===== src/rtl/tessent_data_mux_ctrl_pkg.sv =====
// Shared types and constants for the IJTAG data mux takeover controller.
package tessent_data_mux_ctrl_pkg;

    typedef enum logic [2:0] {
        FUNC       = 3'd0,
        QREQ       = 3'd1,
        SETTLE_IN  = 3'd2,
        TAKEN      = 3'd3,
        SETTLE_OUT = 3'd4
    } state_t;

    // Two control bits sit above the data field in both the capture and update words.
    localparam int TDR_CTRL_BITS = 2;

    function automatic int tdr_len(input int dw);
        return dw + TDR_CTRL_BITS;
    endfunction

    // Capture: timeout_err / update: err_clear.
    function automatic int err_bit(input int dw);
        return dw + 1;
    endfunction

    // Capture: active / update: takeover_req.
    function automatic int ctl_bit(input int dw);
        return dw;
    endfunction

    function automatic int cnt_width(input int settle, input int ack);
        int m;
        m = (settle > ack) ? settle : ack;
        return $clog2(m) + 1;
    endfunction

endpackage


===== src/rtl/tessent_data_mux_ctrl_if.sv =====
// IJTAG segment access port of the TDR: the network drives, the instrument returns scan-out.
interface tessent_data_mux_ctrl_if;
    logic ijtag_sel;
    logic ijtag_si;
    logic ijtag_ce;
    logic ijtag_se;
    logic ijtag_ue;
    logic ijtag_so;

    modport master (
        output ijtag_sel, ijtag_si, ijtag_ce, ijtag_se, ijtag_ue,
        input  ijtag_so
    );

    modport slave (
        input  ijtag_sel, ijtag_si, ijtag_ce, ijtag_se, ijtag_ue,
        output ijtag_so
    );
endinterface


===== src/rtl/tessent_data_mux_ctrl_tdr.sv =====
// Capture/shift/update data register: status capture, pattern and takeover-request update.
module tessent_data_mux_ctrl_tdr
    import tessent_data_mux_ctrl_pkg::*;
#(
    parameter int DATA_WIDTH = 3
) (
    input  logic                   ijtag_tck,
    input  logic                   ijtag_reset,
    tessent_data_mux_ctrl_if.slave tdr_if,
    input  logic                   timeout_err,
    input  logic                   active,
    input  logic [DATA_WIDTH-1:0]  data_out_observe,
    output logic                   takeover_req,
    output logic                   err_clear,
    output logic [DATA_WIDTH-1:0]  update_data
);

    localparam int L       = tdr_len(DATA_WIDTH);
    localparam int ERR_BIT = err_bit(DATA_WIDTH);
    localparam int CTL_BIT = ctl_bit(DATA_WIDTH);

    logic [L-1:0] shift_reg;
    logic [L-1:0] capture_word;
    logic         capture_en;
    logic         shift_en;
    logic         update_en;

    // Capture beats shift, shift beats update, all gated by segment select.
    assign capture_en = tdr_if.ijtag_sel & tdr_if.ijtag_ce;
    assign shift_en   = tdr_if.ijtag_sel & tdr_if.ijtag_se & ~tdr_if.ijtag_ce;
    assign update_en  = tdr_if.ijtag_sel & tdr_if.ijtag_ue & ~tdr_if.ijtag_ce & ~tdr_if.ijtag_se;

    always_comb begin
        capture_word                   = '0;
        capture_word[ERR_BIT]          = timeout_err;
        capture_word[CTL_BIT]          = active;
        capture_word[DATA_WIDTH-1:0]   = data_out_observe;
    end

    always_ff @(posedge ijtag_tck or negedge ijtag_reset) begin
        if (!ijtag_reset) begin
            shift_reg    <= '0;
            takeover_req <= 1'b0;
            update_data  <= '0;
        end else if (capture_en) begin
            shift_reg <= capture_word;
        end else if (shift_en) begin
            shift_reg <= {tdr_if.ijtag_si, shift_reg[L-1:1]};
        end else if (update_en) begin
            takeover_req <= shift_reg[CTL_BIT];
            update_data  <= shift_reg[DATA_WIDTH-1:0];
        end
    end

    // err_clear is never stored; it only acts on the update edge itself.
    assign err_clear      = update_en & shift_reg[ERR_BIT];
    assign tdr_if.ijtag_so = shift_reg[0];

endmodule


===== src/rtl/tessent_data_mux_ctrl.sv =====
// Takeover sequencer for a functional/IJTAG data mux: quiesce handshake,
// settle windows around each select change, and the access TDR.
module tessent_data_mux_ctrl
    import tessent_data_mux_ctrl_pkg::*;
#(
    parameter int DATA_WIDTH    = 3,
    parameter int SETTLE_CYCLES = 4,
    parameter int ACK_TIMEOUT   = 64
) (
    input  logic                   ijtag_tck,
    input  logic                   ijtag_reset,
    tessent_data_mux_ctrl_if.slave tdr_if,
    output logic                   func_quiesce_req,
    input  logic                   func_quiesce_ack,
    input  logic [DATA_WIDTH-1:0]  data_out_observe,
    output logic                   ijtag_select,
    output logic [DATA_WIDTH-1:0]  ijtag_data_in,
    output state_t                 dbg_state
);

    localparam int           CW          = cnt_width(SETTLE_CYCLES, ACK_TIMEOUT);
    localparam logic [CW-1:0] SETTLE_LAST = CW'(SETTLE_CYCLES - 1);
    localparam logic [CW-1:0] ACK_LAST    = CW'(ACK_TIMEOUT - 1);
    localparam logic [CW-1:0] CNT_MAX     = '1;

    state_t                state;
    logic [CW-1:0]         cnt;
    logic [CW-1:0]         cnt_inc;
    logic                  timeout_err;
    logic                  timeout_hit;
    logic                  takeover_req;
    logic                  err_clear;
    logic [DATA_WIDTH-1:0] update_data;

    tessent_data_mux_ctrl_tdr #(
        .DATA_WIDTH (DATA_WIDTH)
    ) u_tdr (
        .ijtag_tck        (ijtag_tck),
        .ijtag_reset      (ijtag_reset),
        .tdr_if           (tdr_if),
        .timeout_err      (timeout_err),
        .active           (state == TAKEN),
        .data_out_observe (data_out_observe),
        .takeover_req     (takeover_req),
        .err_clear        (err_clear),
        .update_data      (update_data)
    );

    assign cnt_inc     = (cnt == CNT_MAX) ? cnt : cnt + 1'b1;
    assign timeout_hit = (state == QREQ) & ~func_quiesce_ack & (cnt >= ACK_LAST);

    // Quiesce handshake: req rises on leaving FUNC and stays high until the
    // sequence is back in FUNC; ack is only sampled in QREQ, so a late drop of
    // ack never aborts a takeover already under way.
    always_ff @(posedge ijtag_tck or negedge ijtag_reset) begin
        if (!ijtag_reset) begin
            state            <= FUNC;
            cnt              <= '0;
            ijtag_select     <= 1'b0;
            func_quiesce_req <= 1'b0;
        end else begin
            case (state)
                FUNC: begin
                    if (takeover_req) begin
                        state            <= QREQ;
                        cnt              <= '0;
                        func_quiesce_req <= 1'b1;
                    end
                end
                QREQ: begin
                    if (func_quiesce_ack) begin
                        state        <= SETTLE_IN;
                        cnt          <= '0;
                        ijtag_select <= 1'b1;
                    end else if (timeout_hit || !takeover_req) begin
                        state            <= FUNC;
                        cnt              <= '0;
                        func_quiesce_req <= 1'b0;
                    end else begin
                        cnt <= cnt_inc;
                    end
                end
                SETTLE_IN: begin
                    if (cnt >= SETTLE_LAST) begin
                        state <= TAKEN;
                        cnt   <= '0;
                    end else begin
                        cnt <= cnt_inc;
                    end
                end
                TAKEN: begin
                    if (!takeover_req) begin
                        state        <= SETTLE_OUT;
                        cnt          <= '0;
                        ijtag_select <= 1'b0;
                    end
                end
                SETTLE_OUT: begin
                    if (cnt >= SETTLE_LAST) begin
                        state            <= FUNC;
                        cnt              <= '0;
                        func_quiesce_req <= 1'b0;
                    end else begin
                        cnt <= cnt_inc;
                    end
                end
                default: begin
                    state            <= FUNC;
                    cnt              <= '0;
                    ijtag_select     <= 1'b0;
                    func_quiesce_req <= 1'b0;
                end
            endcase
        end
    end

    // A timeout landing on the same edge as a clear must stay visible.
    always_ff @(posedge ijtag_tck or negedge ijtag_reset) begin
        if (!ijtag_reset) begin
            timeout_err <= 1'b0;
        end else if (timeout_hit) begin
            timeout_err <= 1'b1;
        end else if (err_clear) begin
            timeout_err <= 1'b0;
        end
    end

    assign ijtag_data_in = update_data;
    assign dbg_state     = state;

endmodule


===== src/flat_wrapper.sv =====
// flat-port wrapper written by rule: the top's interface ports become plain ports
module tessent_data_mux_ctrl_flat import tessent_data_mux_ctrl_pkg::*;
#(
    parameter int DATA_WIDTH    = 3,
    parameter int SETTLE_CYCLES = 4,
    parameter int ACK_TIMEOUT   = 64
)
  (ijtag_tck, ijtag_reset, func_quiesce_req, func_quiesce_ack, data_out_observe, ijtag_select, ijtag_data_in, dbg_state, tdr_if_ijtag_sel, tdr_if_ijtag_si, tdr_if_ijtag_ce, tdr_if_ijtag_se, tdr_if_ijtag_ue, tdr_if_ijtag_so);
  tessent_data_mux_ctrl_if tdr_if_i ();
  input  logic ijtag_tck;
  input  logic ijtag_reset;
  output logic func_quiesce_req;
  input  logic func_quiesce_ack;
  input  logic [DATA_WIDTH-1:0] data_out_observe;
  output logic ijtag_select;
  output logic [DATA_WIDTH-1:0] ijtag_data_in;
  output state_t dbg_state;
  input wire logic [$bits(tdr_if_i.ijtag_sel)-1:0] tdr_if_ijtag_sel;
  input wire logic [$bits(tdr_if_i.ijtag_si)-1:0] tdr_if_ijtag_si;
  input wire logic [$bits(tdr_if_i.ijtag_ce)-1:0] tdr_if_ijtag_ce;
  input wire logic [$bits(tdr_if_i.ijtag_se)-1:0] tdr_if_ijtag_se;
  input wire logic [$bits(tdr_if_i.ijtag_ue)-1:0] tdr_if_ijtag_ue;
  output wire logic [$bits(tdr_if_i.ijtag_so)-1:0] tdr_if_ijtag_so;
  assign tdr_if_i.ijtag_sel = tdr_if_ijtag_sel;
  assign tdr_if_i.ijtag_si = tdr_if_ijtag_si;
  assign tdr_if_i.ijtag_ce = tdr_if_ijtag_ce;
  assign tdr_if_i.ijtag_se = tdr_if_ijtag_se;
  assign tdr_if_i.ijtag_ue = tdr_if_ijtag_ue;
  assign tdr_if_ijtag_so = tdr_if_i.ijtag_so;
  tessent_data_mux_ctrl #(.DATA_WIDTH(DATA_WIDTH), .SETTLE_CYCLES(SETTLE_CYCLES), .ACK_TIMEOUT(ACK_TIMEOUT)) u_core (.ijtag_tck(ijtag_tck), .ijtag_reset(ijtag_reset), .tdr_if(tdr_if_i), .func_quiesce_req(func_quiesce_req), .func_quiesce_ack(func_quiesce_ack), .data_out_observe(data_out_observe), .ijtag_select(ijtag_select), .ijtag_data_in(ijtag_data_in), .dbg_state(dbg_state));
endmodule

===== config.mk =====
export PLATFORM = sky130hd
export DESIGN_NAME = tessent_data_mux_ctrl_flat
export DESIGN_NICKNAME = d
export VERILOG_FILES = /design/src/rtl/tessent_data_mux_ctrl_pkg.sv /design/src/rtl/tessent_data_mux_ctrl_if.sv /design/src/rtl/tessent_data_mux_ctrl_tdr.sv /design/src/rtl/tessent_data_mux_ctrl.sv /design/src/flat_wrapper.sv
export SDC_FILE = /design/constraint.sdc
export NUM_CORES = 1
export LEC_CHECK = 0
export CORE_ASPECT_RATIO = 0.9
export CORE_UTILIZATION = 46
export CTS_CLUSTER_DIAMETER = 80
export DETAILED_ROUTE_END_ITERATION = 10
export MAX_ROUTING_LAYER = met4
export PLACE_DENSITY = 0.68
export REMOVE_ABC_BUFFERS = 1
export SYNTH_ARGS = -nofsm -noshare
export SYNTH_HDL_FRONTEND = slang
export SYNTH_HIERARCHICAL = 1
export SYNTH_SLANG_ARGS = --single-unit

===== constraint.sdc =====
create_clock -name ijtag_tck -period 4 [get_ports ijtag_tck]
set_input_delay 0.8 -clock ijtag_tck [delete_from_list [all_inputs] [get_ports ijtag_tck]]
set_output_delay 0.8 -clock ijtag_tck [all_outputs]
set_load 0.02 [all_outputs]

Run 1, met3 routing:
Scale: 8 px per um.
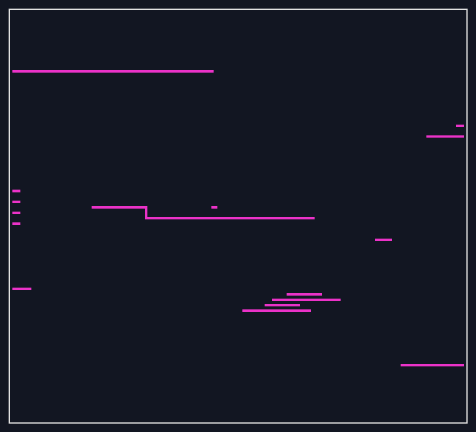
- main direction: horizontal
- longest straight run: 24.8 um
- nets with wire on the layer: 15

Run 1, sequential cells coloured by netlist name:
Scale: 6 px per um. Other sequential cells in the stronger grey, the rest of the logic in the fainter grey.
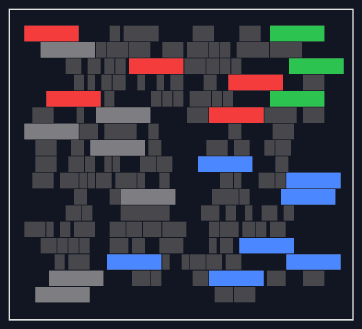
- green: `u_core/u_tdr/update_data` (placed flops 3)
- blue: `u_core/cnt` (placed flops 7)
- red: `u_core/u_tdr/shift_reg` (placed flops 5)
- not coloured: 7

==> out/metrics.csv, run 1 <==
stage,metric,value,unit
hold_path,whs_path_depth,1,
power,p_total,0.8858,mW
global_route,track_usage,21.77,%
yosys,synth_flops,22,
clock_tree,cts_tree,built,
floorplan,die_w,57.03,um
sta,max_freq,0.4120,GHz
finish,final_cell_mix,"dfrtp_1, clkdlybuf4s50_1, nor3_1",
detailed_routing,first_pass_iters,4,
global_route,grt_start_max_net_pins,23,
sta,finalSetupViolations,0,
clock_tree,cts_buffers,3,
yosys,yosys_cells,126,
setup_path,critPathArrivalTime,1630,ps
floorplan,die_area,2938,um2
yosys,ff_type,dfrtp_1,
yosys,synth_chip_area,1254,um2
finish,instances_no_fill,172,
setup_path,cpPeakStageDelay,690,ps
sta,timing.slew.headroom,32.16,%
finish,areaGrowthSynthToFinish,17.86,%
setup_path,cp.required,3200,ps
floorplan,core_area,2510,um2
status,status,"complete, no violations",
finish,diodes,0,
power,netSwitchingFraction,41.38,%
sta,min_period,2427,ps
detailed_routing,via_per_inst,6.297,
finish,final.fill_count,224,
power,p_comb_share,47.5,%
power,p_switching,0.3666,mW
placed_design,io_buffers,19,
setup_path,crit_family,buffers and inverters,
floorplan,initial_core_util,49.95,%
placed_design,place_congestion,0.8485,
finish,largest_reg_flops,7,
clock_tree,holdBufCountCts,0,
floorplan,pin_count,20,
sta,drv_slew,0,
placed_design,dpl.hpwl,1984,um
sta,worst_pin_slew,1014,ps
global_route,gr-usage-met1,28.21,%
setup_path,worst_path_max_delay_cell,clkdlybuf4s50_1,
finish,logic_area,664.4,um2
global_route,grt_pass1_wl,4719,um
setup_path,rr_worst_depth,4,
finish,layout-drive-gt1-share,11.11,%
setup_path,cp-start-kind,register,
global_route,antenna_found_initial,0,
detailed_routing,wire_per_inst,15.95,um
power,p_seq_share,41.1,%
clock_tree,cts_setup_buffers,0,
yosys,netlist_area,1254,um2
setup_path,reg2reg_to,u_core/cnt[3]$_DFFE_PN0P_,
power,intPower,0.5193,mW
setup_path,crit_chain,clkdlybuf4s50_1,
Run 1, sizing map:
Scale: 8 px per um.
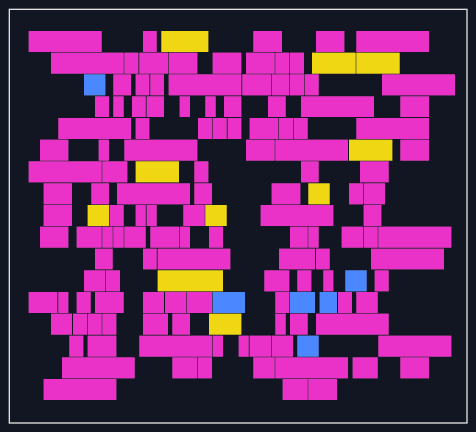
- blue: x2 (cells 6; most used and2_2)
- yellow: x3 and x4 (cells 10; most used mux2_4)
- magenta: x1 and smaller (cells 128; most used dfrtp_1)

Run 1, clock nets:
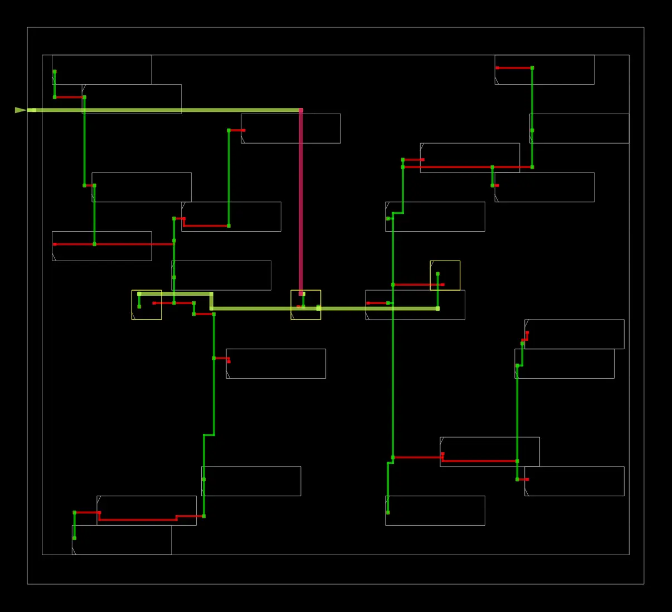
Latency at later pin: 300 ps
Clock Sinks: 22
Seq cells: 22

-- run 1: synthesized netlist by cell type, drive strengths merged, types with 2 or more instances --
cell     n  area share (%)
dfrtp   22              44
nor2     5             1.5
a21o     4             2.4
nand3    6             2.4
a21boi   2             1.2
a21oi    6             2.4
nor4     2             1.0
and2     3             1.7
a211oi   2             1.2
buf      2             1.3
nor3    17             6.8
a31oi    3             1.5
o22ai    5             2.5
o21ai    6             2.7
inv      4             1.2
nand2    6             1.8
or3      2             1.0
clkbuf   2            0.60
mux2     4             4.8
-- run 1: power groups by stage --
stage          Combinational, mW  Sequential [mW]  Clock (mW)
2_1_floorplan              0.241            0.393           0
3_3_place_gp               0.411            0.366           0
3_5_place_dp               0.420            0.369           0
4_1_cts                    0.424            0.363       0.106
5_1_grt                    0.463            0.376       0.113
6_report                   0.421            0.364       0.101
-- run 1: worst max path at each step --
stage / from / to / slack (ps) / cells after the start
2_1_floorplan: func_quiesce_ack / u_core/cnt[3]$_DFFE_PN0P_ / 1950 / 4
3_3_place_gp: func_quiesce_ack / u_core/cnt[1]$_DFFE_PN0P_ / 1460 / 5
3_5_place_dp: func_quiesce_ack / u_core/cnt[3]$_DFFE_PN0P_ / 1390 / 5
4_1_cts: u_core/dbg_state[2]$_DFFE_PN0P_ / dbg_state[2] / 1570 / 1
5_1_grt: u_core/dbg_state[0]$_DFFE_PN0P_ / dbg_state[0] / 1470 / 1
6_report: u_core/dbg_state[2]$_DFFE_PN0P_ / dbg_state[2] / 1570 / 1
-- run 1: area by class of cell --
class	count	area share [%]
inverter	4	1.016
multi-input combinational	96	44.96
clock buffer	3	1.524
sequential	22	37.26
timing repair buffer	19	12.87
tap	28	2.371
-- run 1: per-layer routing --
metal | wire [um] | up-vias
met1 | 1320 | 531
li1 | - | 528
met3 | 98 | 2
met2 | 1308 | 22
met5 | 0 | -
met4 | 17 | 0
-- run 1: through the flow --
step                hold slack [ps]  utilization [%]  setup slack (ps)
floorplan                     498.1                -              1953
global placement              491.4            57.98              1461
detailed placement            497.2            57.98              1394
CTS                           529.6            58.87              1567
global route                  558.6            58.87              1473
finish                        525.6            58.87              1573
-- run 1: cell families (layout without fill, tap and decap cells) --
kind of cell               Yosys count  after routing  share of synthesized area, %
AOI/OAI and AO/OA                   43             43                         25.65
xor gates and xnor gates             1              1                        0.6987
adders and majority gates            1              1                        0.9978
buffers and inverters                8             26                         3.093
DFF                                 22             22                         43.91
muxes                                4              4                         4.791
and+or+nand+nor                     47             47                         20.86
==> run 2, diff against run 1 <==
clock period = 2.3 ns   (was 4 ns; I/O delays follow)
Run 2, sizing map:
Scale: 8 px per um.
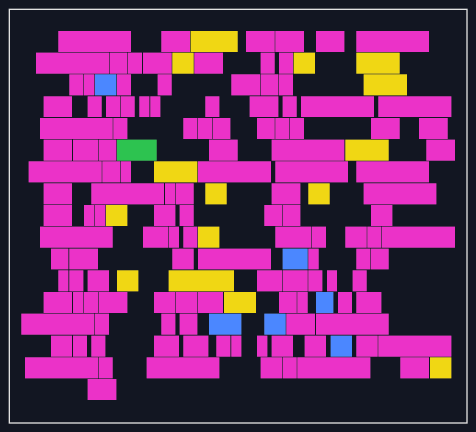
- blue: x2 (cells 6; most used and2_2)
- magenta: x1 and smaller (cells 128; most used dfrtp_1)
- green: x6 and larger (cells 1; most used clkbuf_8)
- yellow: x3 and x4 (cells 15; most used buf_4)
final setup margin: 202.7 ps
Syn-to-layout area delta: 21.96%
Non-clk bufs: 24

Run 2, wiring heat map:
Scale: 6 px per um. The die is cut into 11 by 10 equal tiles; black is low, pale yellow is high, scaled to the fullest tile. Values are wire area over tile area, all layers added.
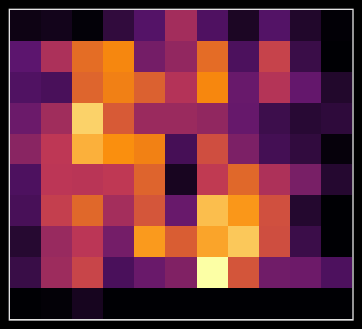
- mean over tiles: 0.14
- tiles over half the peak: 30%
- emptiest ninth of the die: upper right

Run 2, clock nets:
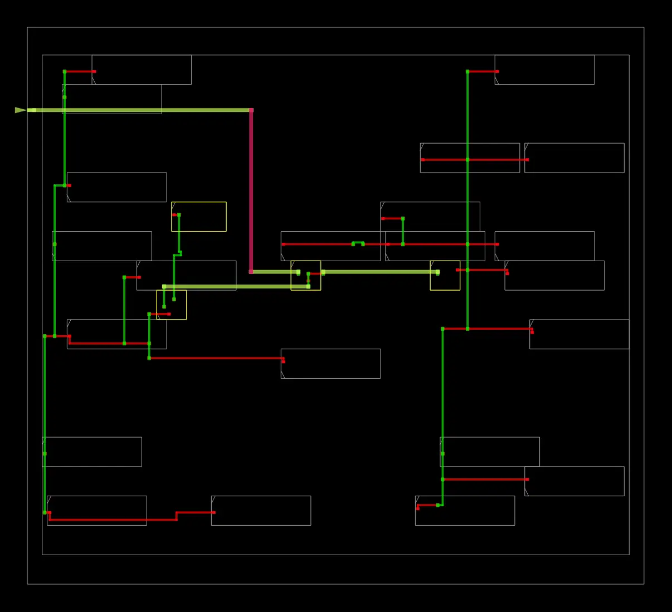
cts bufs inserted: 3
Latency at later pin: 310 ps
Clock net power: 0.215 mW

==> out/metrics.csv, run 2 <==
stage,metric,value,unit
finish,final_cell_mix,"dfrtp_1, clkdlybuf4s50_1, nor3_1",
detailed_routing,highest_layer,met4,
detailed_routing,wire_per_inst,15.20,um
placed_design,io_buffers,19,
global_route,grt_start_max_net_pins,23,
clock_tree,cts_setup_buffers,0,
finish,diodes,0,
yosys,synthTopCellsByArea,"dfrtp_1, nor3_1, mux2_4",
yosys,synth_flops,22,
sta,rsz0062_at_grt,false,
power,ir_worst_vdd,767.9,uV
yosys,synthArstFlopShare,100.0,%
status,status,"complete, no violations",
sta,min_period,2097,ps
clock_tree,numClockSinks,22,
floorplan,die_w,57.03,um
clock_tree,cts_resized,0,
finish,utilization,60.92,%
finish,layout-drive-gt1-share,14.67,%
yosys,top_cell,dfrtp_1,
yosys,yosysTopAreaCell,dfrtp_1,
yosys,yosys_cells,126,
detailed_routing,first_iter_violations,19,
sta,drv_slew,0,
setup_path,worst_path_max_delay_cell,clkdlybuf4s50_1,
finish,final.fill_count,220,
power,cellLeakagePower,0.6572,nW
clock_tree,clockBufferDepth,2,
global_route,gr-total-overflow,0,
setup_path,r2r_slack,320,ps
setup_path,critPathCaptureType,primary output,
global_route,antenna_found_initial,0,
setup_path,cpPeakStageDelay,690,ps
clock_tree,cts_tree,built,
setup_path,crit_chain,clkdlybuf4s50_1,
flow_run,warnings,25,
yosys,netlist_area,1254,um2
flow_run,maxCapViolCount,0,
yosys,avgSynthCellArea,9.950,um2
floorplan,die_area,2938,um2
setup_path,rr_worst_depth,4,
placed_design,dpl.hpwl,1969,um
finish,largest_reg_flops,7,
placed_design,dpl_worst_slack,74.57,ps
global_route,grt_pass1_vias,985,
setup_path,crit_cells,1,
detailed_routing,wirelength,2706,um
finish,logic_area,664.4,um2
floorplan,pin_count,20,
setup_path,crit_start,u_core/dbg_state[0]$_DFFE_PN0P_,
yosys,ff_type,dfrtp_1,
detailed_routing,wl_met2,1178,um
sta,timing.slew.headroom,70.62,%
floorplan,die_h,51.53,um
yosys,synth_chip_area,1254,um2
yosys,synth.top_cell.area_share,43.91,%
placed_design,place_congestion,0.8255,
detailed_routing,met1_length,1426,um
setup_path,crit_buf_inv,1,
floorplan,initial_core_util,49.95,%
yosys,synthTopCellsByCount,"dfrtp_1, nor3_1, a21oi_1, nand2_1, nand3_1",
clock_tree,clk_pin_slew,120,ps
global_route,track_usage,21.56,%
detailed_routing,first_pass_iters,4,
sta,finalClockPeriodUsage,91.19,%
sta,max_freq,0.4768,GHz
sta,worst_pin_slew,440.7,ps
sta,finalSetupViolations,0,
yosys,synth_cell_types,45,
detailed_routing,via_per_inst,6.045,
yosys,synthesis.instances,126,
global_route,grt_pass1_wl,4761,um
setup_path,path_class,reg -> out,
sta,clock_skew,2.847,ps
floorplan,core_area,2510,um2
setup_path,worstPathMaxFanout,15,
setup_path,reg2reg_from,u_core/dbg_state[0]$_DFFE_PN0P_,
setup_path,critPathArrivalTime,1640,ps
detailed_routing,routed-wl-met3,86,um
setup_path,cp-start-kind,register,
clock_tree,holdBufCountCts,0,
setup_path,crit_family,buffers and inverters,
power,p_total,1.611,mW
setup_path,cp.required,1840,ps
-- run 2: cell counts after synthesis --
No cell type changed its count.
-- run 2: worst paths after layout --
| check | endpoint |
|---|---|
| worst max-delay path | dbg_state[0] |
| worst min-delay path | u_core/cnt[6]$_DFFE_PN0P_ |
| worst max register to register | u_core/cnt[1]$_DFFE_PN0P_ |
| worst min register to register | u_core/u_tdr/update_data[1]$_DFFE_PN0P_ |
| max in group asynchronous | u_core/u_tdr/takeover_req$_DFFE_PN0P_ |
| min in group ijtag_tck | u_core/u_tdr/update_data[1]$_DFFE_PN0P_ |
-- run 2: cell families after synthesis --
logic type / after synthesis / synth area share [%]
AND-OR/OR-AND: 43 / 25.65
flip-flops: 22 / 43.91
buffers and inverters: 8 / 3.093
AND/OR/NAND/NOR: 47 / 20.86
XOR/XNOR: 1 / 0.6987
adder cells (fa/ha/maj): 1 / 0.9978
multiplexers: 4 / 4.791
-- run 2: layout make-up --
type,instances,area share (%)
Clock buffer,4,2.373
Inverter,4,0.9820
Multi-Input combinational cell,96,43.45
Sequential cell,22,36.01
Tap cell,28,2.291
Timing Repair Buffer,24,14.89
-- run 2: through the flow --
stage	cells	hold slack [ps]
after CTS	178	482.5
after floorplan	122	164.4
after global placement	174	489.0
after global routing	178	504.6
after detailed placement	174	499.2
final	178	482.3
-- run 2: power by group --
part | internal [mW] | leakage (nW) | total, mW | switching [mW]
Combinational | 0.388 | 0.361 | 0.793 | 0.405
Sequential | 0.484 | 0.276 | 0.604 | 0.120
Clock | 0.0967 | 0.0210 | 0.215 | 0.118
Total | 0.968 | 0.657 | 1.61 | 0.643
-- run 2: worst reg2reg max path: stages, from the launching register on --
cell and delay, ps:
dfrtp_1 640, or4b_1 560, o31a_1 330, o21ai_2 200, a21boi_1 190
-- run 2: routing by layer --
| layer | track usage (%) | vias to the layer above |
|---|---|---|
| met2 | 31.57 | 21 |
| met4 | 3.659 | 0 |
| li1 | - | 545 |
| met5 | - | - |
| met1 | 30.98 | 508 |
| met3 | 5.224 | 2 |
Power figures rest on the tool's default switching activity, not on a simulated workload.
